[config.mk]
export PLATFORM = sky130hd
export DESIGN_NAME = arp_dispatch_param
export DESIGN_NICKNAME = d
export VERILOG_FILES = /design/src/rtl/arp_dispatch_pkg.sv /design/src/rtl/arp_wait_timer.sv /design/src/rtl/arp_dispatch_param.sv
export SDC_FILE = /design/constraint.sdc
export NUM_CORES = 1
export LEC_CHECK = 0
export CORE_AREA = 2 2 174 159
export CTS_BUF_LIST = sky130_fd_sc_hd__clkbuf_8
export DETAILED_ROUTE_END_ITERATION = 10
export DIE_AREA = 0 0 176 161
export PLACE_DENSITY = 0.64
export SYNTH_ARGS = -nofsm -noshare
export SYNTH_HDL_FRONTEND = slang
export SYNTH_HIERARCHICAL = 1
export SYNTH_SLANG_ARGS = --single-unit
[constraint.sdc]
create_clock -name clk_net -period 2.48 [get_ports clk_net]
set_clock_uncertainty 0.2 [all_clocks]
set_input_delay 0.496 -clock clk_net [delete_from_list [all_inputs] [get_ports clk_net]]
set_output_delay 0.496 -clock clk_net [all_outputs]
set_load 0.01 [all_outputs]
[src/rtl/arp_dispatch_pkg.sv]
// Shared types and field layout for the ARP-resolving packet dispatcher.
// Header word: flag in bit 32, payload length above bit 8, port code in the low bits.
package arp_dispatch_pkg;

    localparam int WORD_W       = 33;
    localparam int HDR_FLAG_BIT = 32;
    localparam int HDR_LEN_LSB  = 8;
    localparam int HDR_PORT_LSB = 0;
    localparam int MAC_W        = 48;
    localparam int MAC_LO_W     = 16;
    localparam int MAC_HI_W     = MAC_W - MAC_LO_W;

    typedef enum logic [2:0] {
        HUNT,
        RD_IP,
        WAIT_ARP_RES,
        SEND_MAC_H,
        SEND_MAC_L,
        SEND_DATA,
        DEL_DATA
    } state_t;

    // MAC high half travels as a header-flagged word so ports can frame on it.
    function automatic logic [WORD_W-1:0] mac_hi_word(input logic [MAC_W-1:0] mac);
        return {1'b1, mac[MAC_W-1 -: MAC_HI_W]};
    endfunction

    function automatic logic [WORD_W-1:0] mac_lo_word(input logic [MAC_W-1:0] mac);
        return {{(WORD_W-MAC_LO_W){1'b0}}, mac[MAC_LO_W-1:0]};
    endfunction

endpackage

[src/rtl/arp_wait_timer.sv]
// Cycle counter bounding the wait for an ARP answer; expire is high on the TIMEOUT-th cycle
// after a clear, i.e. when the count reaches TIMEOUT-1, and the count holds there.
module arp_wait_timer #(
    parameter int TIMEOUT = 1024
) (
    input  logic clk,
    input  logic rst_n,
    input  logic clr,
    input  logic en,
    output logic expire
);

    localparam int TW = (TIMEOUT > 1) ? $clog2(TIMEOUT) : 1;
    localparam logic [TW-1:0] LAST = TW'(TIMEOUT - 1);
    localparam logic [TW-1:0] ONE  = TW'(1);

    logic [TW-1:0] cnt;

    always_ff @(posedge clk or negedge rst_n) begin
        if (!rst_n) begin
            cnt <= '0;
        end else if (clr) begin
            cnt <= '0;
        end else if (en && !expire) begin
            cnt <= cnt + ONE;
        end
    end

    assign expire = (cnt == LAST);

endmodule

[src/rtl/arp_dispatch_param.sv]
// Dispatches FWFT-FIFO packets to NUM_PORTS ports after ARP resolution, prepending the MAC.
// Output words are registered (1 cycle after pop); an empty FIFO simply stalls the pop.
module arp_dispatch_param
    import arp_dispatch_pkg::*;
#(
    parameter int NUM_PORTS   = 8,
    parameter int PORT_W      = 4,
    parameter int LEN_W       = 6,
    parameter int ARP_TIMEOUT = 1024,
    parameter int CNT_W       = 16
) (
    input  logic                 clk_net,
    input  logic                 rst_n,
    input  logic [WORD_W-1:0]    fifo_dout,
    input  logic                 fifo_empty,
    output logic                 fifo_rd_en,
    output logic [31:0]          arp_ip_dout,
    output logic [PORT_W-1:0]    arp_port_num_dout,
    output logic                 arp_dout_en,
    input  logic [MAC_W-1:0]     arp_mac_din,
    input  logic                 arp_mac_din_en,
    input  logic                 arp_del_din_en,
    output logic [WORD_W-1:0]    dout_33bit,
    output logic [NUM_PORTS-1:0] dout_port_en,
    output logic [CNT_W-1:0]     drop_cnt,
    output logic [CNT_W-1:0]     err_cnt
);

    localparam logic [LEN_W:0] REM_ONE = (LEN_W+1)'(1);
    localparam logic [CNT_W-1:0] CNT_ONE = CNT_W'(1);

    state_t state_q, state_d;

    logic [PORT_W-1:0]    port_q, port_d;
    logic [LEN_W:0]       rem_q, rem_d;
    logic [MAC_W-1:0]     mac_q, mac_d;

    logic                 head_vld;
    logic                 head_hdr;
    logic [LEN_W-1:0]     hdr_len;
    logic [PORT_W-1:0]    hdr_port;
    logic                 hdr_port_ok;

    logic                 pop;
    logic                 ip_load;
    logic                 word_vld;
    logic [WORD_W-1:0]    word_d;
    logic                 drop_inc;
    logic                 err_inc;
    logic                 tmr_expire;
    logic [NUM_PORTS-1:0] port_oh;

    assign head_vld    = !fifo_empty;
    assign head_hdr    = fifo_dout[HDR_FLAG_BIT];
    assign hdr_len     = fifo_dout[HDR_LEN_LSB +: LEN_W];
    assign hdr_port    = fifo_dout[HDR_PORT_LSB +: PORT_W];
    assign hdr_port_ok = (hdr_port != '0) && (int'(hdr_port) <= NUM_PORTS);

    assign fifo_rd_en  = pop;

    arp_wait_timer #(
        .TIMEOUT (ARP_TIMEOUT)
    ) u_wait_timer (
        .clk    (clk_net),
        .rst_n  (rst_n),
        .clr    (state_q != WAIT_ARP_RES),
        .en     (state_q == WAIT_ARP_RES),
        .expire (tmr_expire)
    );

    always_ff @(posedge clk_net or negedge rst_n) begin
        if (!rst_n) begin
            state_q <= HUNT;
            port_q  <= '0;
            rem_q   <= '0;
            mac_q   <= '0;
        end else begin
            state_q <= state_d;
            port_q  <= port_d;
            rem_q   <= rem_d;
            mac_q   <= mac_d;
        end
    end

    // Every pop is gated by head_vld, so the FIFO is never read while empty.
    always_comb begin
        state_d  = state_q;
        port_d   = port_q;
        rem_d    = rem_q;
        mac_d    = mac_q;
        pop      = 1'b0;
        ip_load  = 1'b0;
        word_vld = 1'b0;
        word_d   = '0;
        drop_inc = 1'b0;
        err_inc  = 1'b0;

        case (state_q)
            HUNT: begin
                if (head_vld) begin
                    pop = 1'b1;
                    if (!head_hdr) begin
                        err_inc = 1'b1;
                    end else begin
                        port_d = hdr_port;
                        if (hdr_port_ok) begin
                            rem_d   = {1'b0, hdr_len};
                            state_d = RD_IP;
                        end else begin
                            // IP word is discarded along with the payload.
                            rem_d    = {1'b0, hdr_len} + REM_ONE;
                            drop_inc = 1'b1;
                            state_d  = DEL_DATA;
                        end
                    end
                end
            end

            RD_IP: begin
                if (head_vld) begin
                    pop     = 1'b1;
                    ip_load = 1'b1;
                    state_d = WAIT_ARP_RES;
                end
            end

            WAIT_ARP_RES: begin
                // A response arriving on the expiry cycle still counts.
                if (arp_del_din_en) begin
                    drop_inc = 1'b1;
                    state_d  = DEL_DATA;
                end else if (arp_mac_din_en) begin
                    mac_d   = arp_mac_din;
                    state_d = SEND_MAC_H;
                end else if (tmr_expire) begin
                    drop_inc = 1'b1;
                    state_d  = DEL_DATA;
                end
            end

            SEND_MAC_H: begin
                word_vld = 1'b1;
                word_d   = mac_hi_word(mac_q);
                state_d  = SEND_MAC_L;
            end

            SEND_MAC_L: begin
                word_vld = 1'b1;
                word_d   = mac_lo_word(mac_q);
                state_d  = (rem_q == '0) ? HUNT : SEND_DATA;
            end

            SEND_DATA: begin
                if (head_vld) begin
                    if (head_hdr) begin
                        // Truncated packet: leave the new header for HUNT.
                        err_inc = 1'b1;
                        state_d = HUNT;
                    end else begin
                        pop      = 1'b1;
                        word_vld = 1'b1;
                        word_d   = {1'b0, fifo_dout[WORD_W-2:0]};
                        rem_d    = rem_q - REM_ONE;
                        if (rem_q == REM_ONE) begin
                            state_d = HUNT;
                        end
                    end
                end
            end

            DEL_DATA: begin
                if (rem_q == '0) begin
                    state_d = HUNT;
                end else if (head_vld) begin
                    if (head_hdr) begin
                        state_d = HUNT;
                    end else begin
                        pop   = 1'b1;
                        rem_d = rem_q - REM_ONE;
                        if (rem_q == REM_ONE) begin
                            state_d = HUNT;
                        end
                    end
                end
            end

            default: begin
                state_d = HUNT;
            end
        endcase
    end

    always_comb begin
        port_oh = '0;
        for (int i = 0; i < NUM_PORTS; i++) begin
            port_oh[i] = (int'(port_q) == i + 1);
        end
    end

    always_ff @(posedge clk_net or negedge rst_n) begin
        if (!rst_n) begin
            dout_33bit   <= '0;
            dout_port_en <= '0;
        end else begin
            dout_33bit   <= word_d;
            dout_port_en <= word_vld ? port_oh : '0;
        end
    end

    always_ff @(posedge clk_net or negedge rst_n) begin
        if (!rst_n) begin
            arp_ip_dout       <= '0;
            arp_port_num_dout <= '0;
            arp_dout_en       <= 1'b0;
        end else begin
            arp_dout_en <= ip_load;
            if (ip_load) begin
                arp_ip_dout       <= fifo_dout[31:0];
                arp_port_num_dout <= port_q;
            end
        end
    end

    always_ff @(posedge clk_net or negedge rst_n) begin
        if (!rst_n) begin
            drop_cnt <= '0;
            err_cnt  <= '0;
        end else begin
            if (drop_inc && (drop_cnt != '1)) begin
                drop_cnt <= drop_cnt + CNT_ONE;
            end
            if (err_inc && (err_cnt != '1)) begin
                err_cnt <= err_cnt + CNT_ONE;
            end
        end
    end

endmodule
Run 1, sequential cells colored by netlist name:
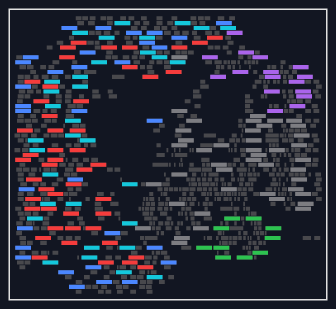
legend:
  u_wait_timer/cnt:
    color: green
    flops: 10
    where: south-east
  drop_cnt:
    color: purple
    flops: 16
    where: north-east
  dout_33bit:
    color: cyan
    flops: 33
  mac_q:
    color: red
    flops: 48
  arp_ip_dout:
    color: blue
    flops: 32
not colored: 43
post-layout util: 41.8%
Seq/total area: 40.9%
Flop+latch power: 4630 uW
register area: 4560 um2

Run 1, clock nets:
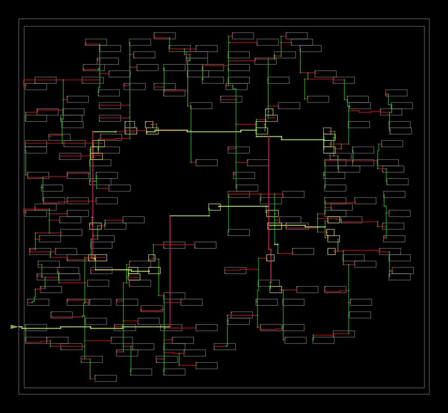
CTS sink cnt: 182
Latency at later pin: 0.46 ns
Num CTS Buffers: 17

==> flow_metrics.env, run 1 <==
# source this file to load flow results
export IMPL_grt_util_all_layers_pct=15.4
export IMPL_antenna_found_initial=1
export IMPL_r2r_start="state_q[0]$_DFFE_PN0P_"
export IMPL_max_slew_margin_rel_pct=62.5
export IMPL_cts_tree="yes"
export IMPL_h_tree_depth=4
export IMPL_clockBufferDepth=2
export IMPL_ys_flops=182
export IMPL_cp_start_kind="register"
export IMPL_adder_share_pct=1.11
export IMPL_reg_top3="mac_q x48, dout_33bit x33, arp_ip_dout x32"
export IMPL_cp_top_family="simple AND/OR/NAND/NOR gates"
export IMPL_powerDensity_nw_per_um2=963
export IMPL_place_ws_ns=-0.235
export IMPL_floorplan_core_util_pct=29.6
export IMPL_gp_congestion=0.811
export IMPL_p_seq_share_pct=43.2
export IMPL_worstMarginPinSlew_ns=0.554
export IMPL_netlist_top_cell_by_area="dfrtp_1"
export IMPL_final_antenna_net_count=0
export IMPL_rrSetupSlack_ns=0.11
export IMPL_drive_gt1_share_pct=22.8
export IMPL_swShare_pct=33.6
export IMPL_p_int_uw=7120
export IMPL_top_power_group="sequential cells"
export IMPL_synth_distinct_cells=61
export IMPL_most_common_layout_cells="194 x clkdlybuf4s50_1, 181 x dfrtp_1, 87 x mux2_2"
export IMPL_finalMaxSlewViolations=0
export IMPL_async_flop_share_pct=100
export IMPL_clkPwrFrac_pct=18.1
export IMPL_crit_slowest_cell="dfrtp_1"
export IMPL_synthMuxAreaShare_pct=12.7
export IMPL_switchingPower_uw=3600
export IMPL_worst_path_max_fanout=6
export IMPL_holdWs_ns=0.278
export IMPL_fin_ws_ns=0.0721
export IMPL_most_common_cell="dfrtp_1"
export IMPL_outcome="finished, final reports clean"
export IMPL_synthTopCellsByArea="dfrtp_1 58%, mux2_2 12%, xnor2_1 2.8%, a222oi_1 2.0%, nand3_1 1.9%"
export IMPL_core_um2=26600
export IMPL_synth_cells=631
export IMPL_post_synth_top_area_fraction_pct=57.9
export IMPL_first_pass_iters=5
export IMPL_crit_end="fifo_rd_en"
Run 1, layout detail:
Window x 19 to 69, y 96 to 146 um. Cells in gray, sequential cells in the stronger gray; small squares are vias.
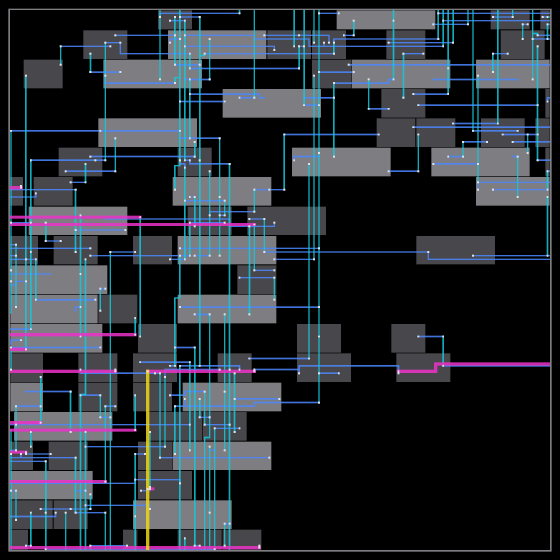
legend:
  met3:
    color: magenta
  met2:
    color: cyan
  met4:
    color: yellow
  met1:
    color: blue
netlist names of flops here include: mac_q (9), dout_33bit (8), arp_ip_dout (5)
most frequent: dfrtp_1 (22), clkdlybuf4s50_1 (17), mux2_2 (13)
cells with their middle in the window: 68
sequential cells in the window: 22

Run 1, selected gate families:
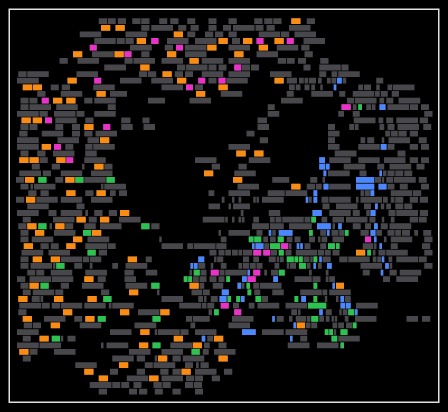
legend:
  inverting AOI/OAI gates:
    color: green
    cells: 56
    most_used: a222oi_1
  AND-OR and OR-AND gates:
    color: magenta
    cells: 26
    most_used: a22o_1
  NOR gates:
    color: blue
    cells: 61
    most_used: nor2_1
  multiplexers:
    color: orange
    cells: 89
    most_used: mux2_2
multi-input combinational area share: 28.1%
dominant logic cell type in the layout: clkdlybuf4s50_1
final std cells w/o fill: 1245

run 1: repair_timing:
action / in CTS / in global routing
endpoints found under the setup margin: 1 / 2
hold endpoints to repair: 47 / 0
gates resized: 12 / 4
hold buffers: 1 / 0
gates cloned: 0 / 0
pin swaps: 3 / 3
buffers inserted: 4 / 4
run 1: metal layers:
metal	vias to the layer above	global-route usage (%)	wire, um
li1	2774	-	-
met5	-	0	0
met2	186	24.3	9800
met3	16	5.91	1770
met4	0	4.24	286
met1	2979	19.8	9150
run 1: cell type report:
cell class / count / area (um2)
Inverter: 26 / 97.6
Multi-Input combinational cell: 392 / 3120
Fill cell: 2552 / 15500
Antenna cell: 1 / 2.50
Clock buffer: 17 / 234
Timing Repair Buffer: 259 / 2540
Sequential cell: 182 / 4560
Clock inverter: 14 / 135
Tap cell: 354 / 443
==> run 2: changes to the inputs <==
--- a/config.mk
+++ b/config.mk
@@ -8,3 +8,2 @@
 export CORE_AREA = 2 2 174 159
-export CTS_BUF_LIST = sky130_fd_sc_hd__clkbuf_8
 export DETAILED_ROUTE_END_ITERATION = 10
--- a/constraint.sdc
+++ b/constraint.sdc
@@ -4,2 +4,2 @@
 set_output_delay 0.496 -clock clk_net [all_outputs]
-set_load 0.01 [all_outputs]
+set_load 0.005 [all_outputs]
Run 2, sequential cells colored by netlist name:
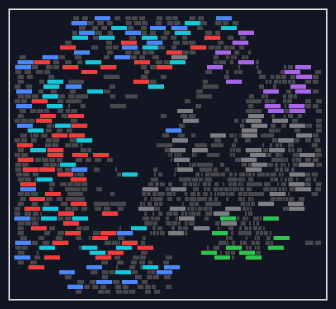
legend:
  dout_33bit:
    color: cyan
    flops: 33
  arp_ip_dout:
    color: blue
    flops: 32
  mac_q:
    color: red
    flops: 48
  drop_cnt:
    color: purple
    flops: 16
    where: north-east
  u_wait_timer/cnt:
    color: green
    flops: 10
    where: south-east

==> run 2 against run 1 <==
Flip-flop count unchanged. First-iteration DRC count increased by 3.0%. Utilization increased by 0.72 points. Cell count about the same. Register-to-register slack improved by 0.06 ns. Clock-buffer cell count increased by 1. Cell area increased by 1.7%. Via count decreased by 0.25%. Setup slack improved by 0.074 ns. Critical path type unchanged.
==> flow_metrics.env, run 2 <==
# source this file to load flow results
export IMPL_outcome="finished, final reports clean"
export IMPL_ys_flops=182
export IMPL_finalMaxSlewViolations=0
export IMPL_floorplan_core_util_pct=29.6
export IMPL_fin_cells=1246
export IMPL_route_met3_wl_um=1720
export IMPL_clkCellAreaFrac_pct=5.20
export IMPL_holdWs_ns=0.277
export IMPL_core_um2=26600
export IMPL_clockBufferDepth=2
export IMPL_worstMarginPinSlew_ns=0.543
export IMPL_gr_usage_met3_pct=5.51
export IMPL_dieHeight_um=161
export IMPL_wl_met1_um=9410
export IMPL_met2WireLength_um=9810
export IMPL_top_power_group="sequential cells"
export IMPL_drive_gt1_share_pct=22.8
export IMPL_reg_top3="mac_q x48, dout_33bit x33, arp_ip_dout x32"
export IMPL_clock_buffers=18
export IMPL_clkPwrFrac_pct=24.3
export IMPL_diodes=0
export IMPL_taps=354
export IMPL_rrSetupSlack_ns=0.17
export IMPL_top_layer="met4"
export IMPL_r2r_start="rem_q[0]$_DFFE_PN0P_"
export IMPL_busiest_layer="met2"
export IMPL_post_synth_top_area_fraction_pct=57.9
export IMPL_netlist_top_cell_by_area="dfrtp_1"
export IMPL_fillers=2486
export IMPL_logic_area_um2=3100
export IMPL_p_int_uw=7800
export IMPL_crit_end="fifo_rd_en"
export IMPL_met1_usage_pct=20.1
export IMPL_use_met2_pct=24.7
export IMPL_first_pass_iters=5
export IMPL_cts_made_buffers=17
export IMPL_seq_share_pct=40.2
export IMPL_dominant_cells="flip-flops and latches"
export IMPL_comb_share_pct=27.4
export IMPL_switchingPower_uw=3500
export IMPL_async_flop_share_pct=100
export IMPL_h_tree_depth=4
export IMPL_cp_top_family="flip-flops"
export IMPL_final_core_util_pct=42.5
export IMPL_most_common_cell="dfrtp_1"
export IMPL_antenna_found_initial=0
export IMPL_inv_count=26
export IMPL_final_antenna_net_count=0
export IMPL_ff_count=182
export IMPL_swShare_pct=30.9
export IMPL_place_ws_ns=-0.200
export IMPL_fin_ws_ns=0.146
export IMPL_synth_cells=631
export IMPL_max_slew_margin_rel_pct=63.2
export IMPL_cts_tree="yes"
export IMPL_num_multi_input_gates=392
export IMPL_synthTopCellsByArea="dfrtp_1 58%, mux2_2 12%, xnor2_1 2.8%, a222oi_1 2.0%, nand3_1 1.9%"
export IMPL_cts_sinks=182
export IMPL_pg_seq_uw=4640
export IMPL_gp_congestion=0.825
export IMPL_layout_top_cell="clkdlybuf4s50_1"
export IMPL_insertion_delay_ns=0.43
export IMPL_crit_slowest_cell="dfrtp_1"
export IMPL_synth_distinct_cells=61
export IMPL_most_common_layout_cells="193 x clkdlybuf4s50_1, 182 x dfrtp_1, 87 x mux2_2"
run 2: cell types whose count changed in the layout (fill, tap and decap cells not counted), moves of 2 or more:
cell,change
inv_6,-2
clkbuf_16,+17
buf_4,+2
clkbuf_8,-17
run 2: logic make-up after synthesis:
| family | Yosys count | synth area share (%) |
|---|---|---|
| muxes | 89 | 12.7 |
| xor gates and xnor gates | 40 | 4.45 |
| AOI/OAI and AO/OA | 82 | 8.35 |
| DFF | 182 | 57.9 |
| and+or+nand+nor | 174 | 12.3 |
| buffers and inverters | 57 | 3.23 |
| adders and majority gates | 7 | 1.11 |
run 2: timing repair:
action | CTS | global route
hold buffers | 1 | 0
setup buffers | 8 | 2
pin swaps | 2 | 2
setup endpoints to repair | 1 | 1
hold endpoints to repair | 53 | 0
gates resized | 9 | 2
Run 2, supply network:
Pins as bars on the die edge.
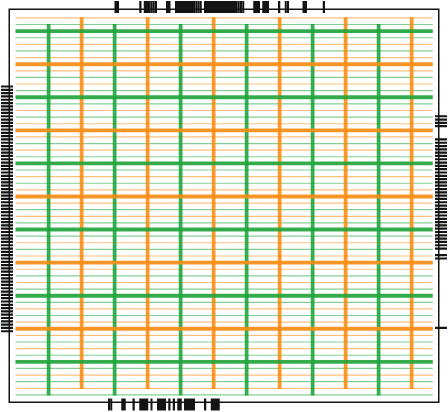

==> run 3: changes to the inputs <==
CORE_AREA = 2 2 137 126   (was 2 2 174 159)
DIE_AREA = 0 0 139 128   (was 0 0 176 161)
PLACE_DENSITY = 0.9   (was 0.64)
Run 3, supply network:
Pins as bars on the die edge.
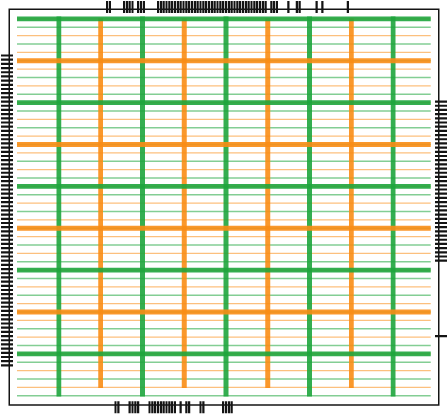
legend:
  VSS:
    color: green
  VDD:
    color: orange
signal pins: 197
rows: 45
met5 straps: 9
met1 rails: 46
Die W: 139 um
die height: 128 um

==> run 3 against run 2 <==
Setup slack got worse by 0.0022 ns. Sequential share of layout area is 0.88 points higher. Cell count fell by 12%. First-iteration DRC count increased by 0.52%. Global-route usage grew 7.8 points. Sequential power up 1%. Critical path depth decreased by 1. Cell area down 2.1%. Critical path type unchanged. Largest power group unchanged.
==> flow_metrics.env, run 3 <==
# source this file to load flow results
export IMPL_final_antenna_net_count=0
export IMPL_max_slew_margin_rel_pct=47.8
export IMPL_crit_slowest_cell="dfrtp_1"
export IMPL_cts_sinks=182
export IMPL_p_int_uw=8000
export IMPL_synthMuxAreaShare_pct=12.7
export IMPL_most_common_layout_cells="194 x clkdlybuf4s50_1, 180 x dfrtp_1, 87 x mux2_2"
export IMPL_clkPwrFrac_pct=25.2
export IMPL_crit_end="fifo_rd_en"
export IMPL_worst_path_max_fanout=2
export IMPL_use_met2_pct=40.3
export IMPL_cts_made_buffers=17
export IMPL_final_core_util_pct=67.4
export IMPL_clkCellAreaFrac_pct=5.74
export IMPL_logic_area_um2=3100
export IMPL_r2r_start="state_q[0]$_DFFE_PN0P_"
export IMPL_drive_gt1_share_pct=21.9
export IMPL_rrSetupSlack_ns=0.24
export IMPL_synthTopLogicFamily="multiplexers"
export IMPL_gr_usage_met3_pct=7.13
export IMPL_cp_top_family="simple AND/OR/NAND/NOR gates"
export IMPL_taps=211
export IMPL_grt_util_all_layers_pct=23.3
export IMPL_outcome="finished, final reports clean"
export IMPL_compound_area_share_pct=8.35
export IMPL_synth_cells=631
export IMPL_layout_top_cell="clkdlybuf4s50_1"
export IMPL_ys_flops=182
export IMPL_pg_seq_uw=4700
export IMPL_xor_area_share_pct=4.45
export IMPL_buffers=248
export IMPL_diodes=0
export IMPL_insertion_delay_ns=0.43
export IMPL_powerDensity_nw_per_um2=1030
export IMPL_met1_usage_pct=28.6
export IMPL_most_common_cell="dfrtp_1"
export IMPL_swShare_pct=30.0
export IMPL_gp_congestion=0.891
export IMPL_fin_ws_ns=0.144
export IMPL_worstMarginPinSlew_ns=0.774
export IMPL_synthTopCellsByArea="dfrtp_1 58%, mux2_2 12%, xnor2_1 2.8%, a222oi_1 2.0%, nand3_1 1.9%"
export IMPL_ff_count=182
export IMPL_dominant_cells="flip-flops and latches"
export IMPL_async_flop_share_pct=100
export IMPL_synth_distinct_cells=61
export IMPL_holdWs_ns=0.259
export IMPL_first_pass_iters=5
export IMPL_area_sequential_um2=4560
export IMPL_simple_gate_share_pct=12.3
export IMPL_place_ws_ns=-0.174
export IMPL_num_multi_input_gates=392
export IMPL_comb_share_pct=28.0
export IMPL_h_tree_depth=4
export IMPL_post_synth_top_area_fraction_pct=57.9
export IMPL_top_power_group="sequential cells"
export IMPL_inv_count=26
export IMPL_fillers=1207
export IMPL_switchingPower_uw=3430
export IMPL_cp_start_kind="register"
export IMPL_clock_buffers=21
[run 3: cell types whose count changed in the layout (fill, tap and decap cells not counted), sizes merged]
cell,before,now
buf,63,52
dlymetal6s2s,1,0
inv,34,29
clkdlybuf4s50,193,194
clkbuf,20,22
bufinv,1,3
[run 3: metal layers]
| layer | wire [um] | up-vias |
|---|---|---|
| met5 | 0 | - |
| met4 | 294 | 0 |
| met3 | 1460 | 24 |
| met2 | 10200 | 222 |
| met1 | 8360 | 3019 |
| li1 | - | 2762 |
[run 3: timing repair]
item,4_1_cts,5_1_grt
gates resized,9,4
setup buffers,4,3
pin swaps,2,2
hold endpoints to repair,68,0
hold buffers,1,0
endpoints found under the setup margin,1,2
Power is estimated from default activity; no workload was simulated.
